## src/rtl/lifo_word_packer.sv

```systemverilog
// Packs a valid/ready byte stream MSB-first into 32-bit words and pushes each word into a LIFO.
// Optional partial-word flush is enabled by defining PACKER_FLUSH_EN.
module lifo_word_packer #(
  parameter int CNT_W = 16
) (
  input  logic             clk,
  input  logic             rst_n,
  input  logic [7:0]       in_data,
  input  logic             in_valid,
  output logic             in_ready,
  input  logic             flush,
  input  logic             lifo_full,
  output logic             lifo_wr,
  output logic [31:0]      lifo_data,
  output logic [1:0]       byte_cnt,
  output logic [CNT_W-1:0] push_count
);

  typedef enum logic {
    COLLECT = 1'b0,
    PUSH    = 1'b1
  } state_e;

  state_e             state_q, state_d;
  logic [1:0]         byte_cnt_q, byte_cnt_d;
  logic [31:0]        data_q, data_d;
  logic [CNT_W-1:0]   push_count_q, push_count_d;
  logic               accept;

  assign in_ready   = (state_q == COLLECT);
  assign accept     = in_valid & in_ready;
  assign lifo_wr    = (state_q == PUSH) & ~lifo_full;
  assign lifo_data  = data_q;
  assign byte_cnt   = byte_cnt_q;
  assign push_count = push_count_q;

`ifndef PACKER_FLUSH_EN
  logic flush_unused;
  assign flush_unused = flush;
`endif

  always_ff @(posedge clk or negedge rst_n) begin
    if (!rst_n) begin
      state_q      <= COLLECT;
      byte_cnt_q   <= 2'd0;
      data_q       <= 32'd0;
      push_count_q <= '0;
    end else begin
      state_q      <= state_d;
      byte_cnt_q   <= byte_cnt_d;
      data_q       <= data_d;
      push_count_q <= push_count_d;
    end
  end

  always_comb begin
    state_d      = state_q;
    byte_cnt_d   = byte_cnt_q;
    data_d       = data_q;
    push_count_d = push_count_q;

    case (state_q)
      COLLECT: begin
        if (accept) begin
          case (byte_cnt_q)
            2'd0:    data_d[31:24] = in_data;
            2'd1:    data_d[23:16] = in_data;
            2'd2:    data_d[15:8]  = in_data;
            default: data_d[7:0]   = in_data;
          endcase
          byte_cnt_d = byte_cnt_q + 2'd1;
          if (byte_cnt_q == 2'd3) begin
            state_d = PUSH;
          end
        end
`ifdef PACKER_FLUSH_EN
        // Low-order bytes are already zero because the word register clears after each push.
        if (flush && (state_d == COLLECT) && (byte_cnt_d != 2'd0)) begin
          state_d    = PUSH;
          byte_cnt_d = 2'd0;
        end
`endif
      end
      PUSH: begin
        if (!lifo_full) begin
          push_count_d = push_count_q + CNT_W'(1);
          data_d       = 32'd0;
          state_d      = COLLECT;
        end
      end
      default: begin
        state_d = COLLECT;
      end
    endcase
  end

endmodule

```

## config.mk

```make
export PLATFORM = sky130hd
export DESIGN_NAME = lifo_word_packer
export DESIGN_NICKNAME = d
export VERILOG_FILES = /design/src/rtl/lifo_word_packer.sv
export SDC_FILE = /design/constraint.sdc
export NUM_CORES = 1
export LEC_CHECK = 0
export CAP_MARGIN = 20
export CORE_UTILIZATION = 53
export CTS_CLUSTER_SIZE = 28
export DETAILED_ROUTE_END_ITERATION = 12
export DONT_BUFFER_PORTS = 1
export PLACE_DENSITY_LB_ADDON = 0.25
export SLEW_MARGIN = 20
export SYNTH_ARGS = -nofsm -noshare
export SYNTH_HDL_FRONTEND = slang
export SYNTH_SLANG_ARGS = --single-unit
```

## constraint.sdc

```tcl
create_clock -name clk -period 1.8 [get_ports clk]
set_clock_uncertainty 0.1 [all_clocks]
set_input_delay 0.18 -clock clk [delete_from_list [all_inputs] [get_ports clk]]
set_output_delay 0.18 -clock clk [all_outputs]
set_load 0.05 [all_outputs]
```

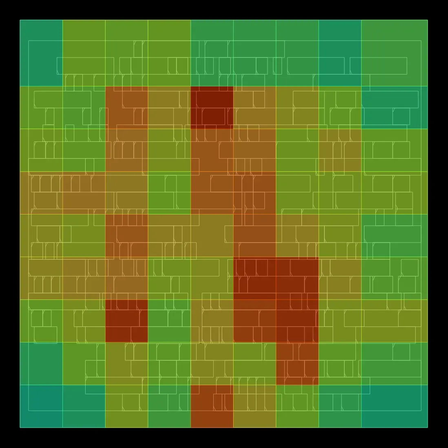
congestion_map.png
Most Crowded Layer GR: met2
routed len/inst: 15.9 µm
met3 GRT Util: 9.31%
M2 GR Usage: 39.4%

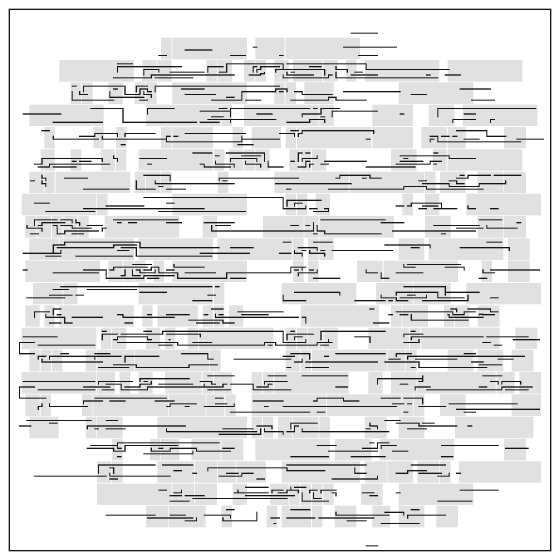
m1.png
main direction: horizontal
wire length on this layer: 2030 µm
via count: 1613
grt met1 use: 31.9%
DRT Wirelength: 4810 µm

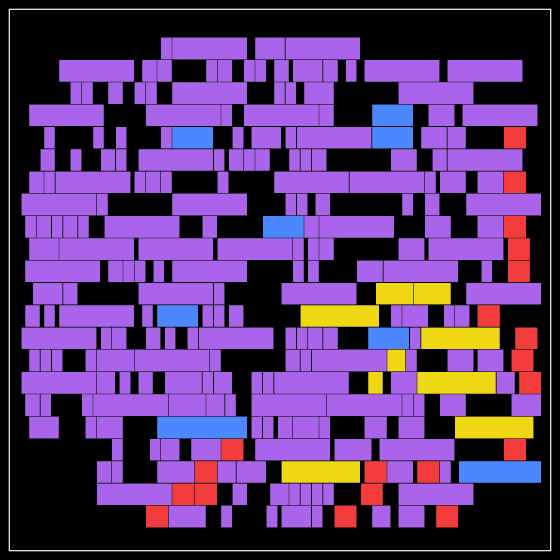
sizing.png
| size | color | cells | most used |
|---|---|---|---|
| x1 and smaller | purple | 217 | nand2_1 |
| x6 and larger | blue | 8 | clkbuf_8 |
| x3 and x4 | red | 20 | buf_4 |
| x2 | yellow | 9 | dfrtp_2 |

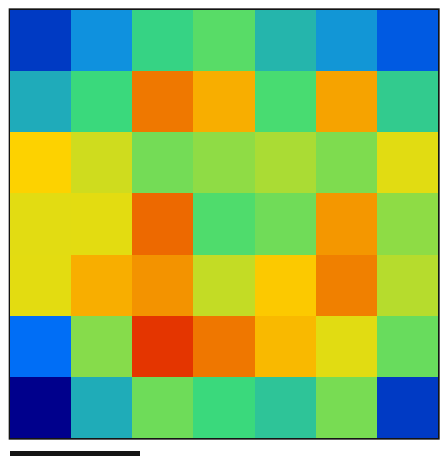
util_map.png
The bar under the picture is 20 µm long. The die is cut into 7 by 7 equal tiles; dark blue is low, red is high, 0 to 100% covered.
mean over tiles: 59%
fullest tile: 94%
tiles over 75% full: 27%
nearly empty tiles: 2.0%
core area: 3800 µm²
final core utilization: 68.4%
Pre-Place Util: 57.0%

==> metrics.yaml <==
gp_congestion: 0.795
logic_gates: 158
holdPathEnd: "push_count[2]"
path_class: "reg -> reg"
cp.depth: 5
hold_viol: 0
powerSeq_uw: 2720
nNonClkBuffers: 32
fp.dieW_um: 65.9
synth_warnings: 0
whs_ns: 0.0568
min-delay-path-class: "in -> reg"
p_per_area_nw_per_um2: 1840
final-clk-cell-share_pct: 4.52
clkSlewWorstSetupHoldPaths_ns: 0.09
fin_cells: 302
chipArea_um2: 4340
postRouteAntennaNets: 0
top_layer_used: "met4"
status: "complete, no violations"
antenna-diode-count: 0
setup_viol: 0
ys_cells: 223
warning_count: 31
top_logic_kind: "simple AND/OR/NAND/NOR gates"
fp-row-count: 22
critical_path.endpoint: "push_count[12]"
comb_share_pct: 32.1
p_sw_uw: 2450
io_pins: 65
viasPerCell: 5.34
cell usage after synthesis:
cell / count / area [µm²]
or2_2: 1 / 6.26
inv_1: 5 / 18.8
o21ai_0: 2 / 10.0
nor2_1: 3 / 11.3
nor2b_1: 1 / 6.26
nor4_2: 2 / 25.0
clkbuf_1: 7 / 26.3
and2_1: 4 / 25.0
dfrtp_1: 51 / 1280
and4_1: 2 / 17.5
nand4_1: 3 / 18.8
nand2b_1: 1 / 6.26
nand2_1: 80 / 300
nand4b_1: 1 / 8.76
ha_1: 6 / 75.1
xor2_1: 4 / 35.0
nand3_1: 35 / 175
xnor2_1: 12 / 105
nand3b_1: 1 / 7.51
buf_2: 2 / 10.0
repair_timing:
action | 4_1_cts | 5_1_grt
hold buffers | 12 | 0
resized | 0 | 0
endpoints found under the hold margin | 84 | 0
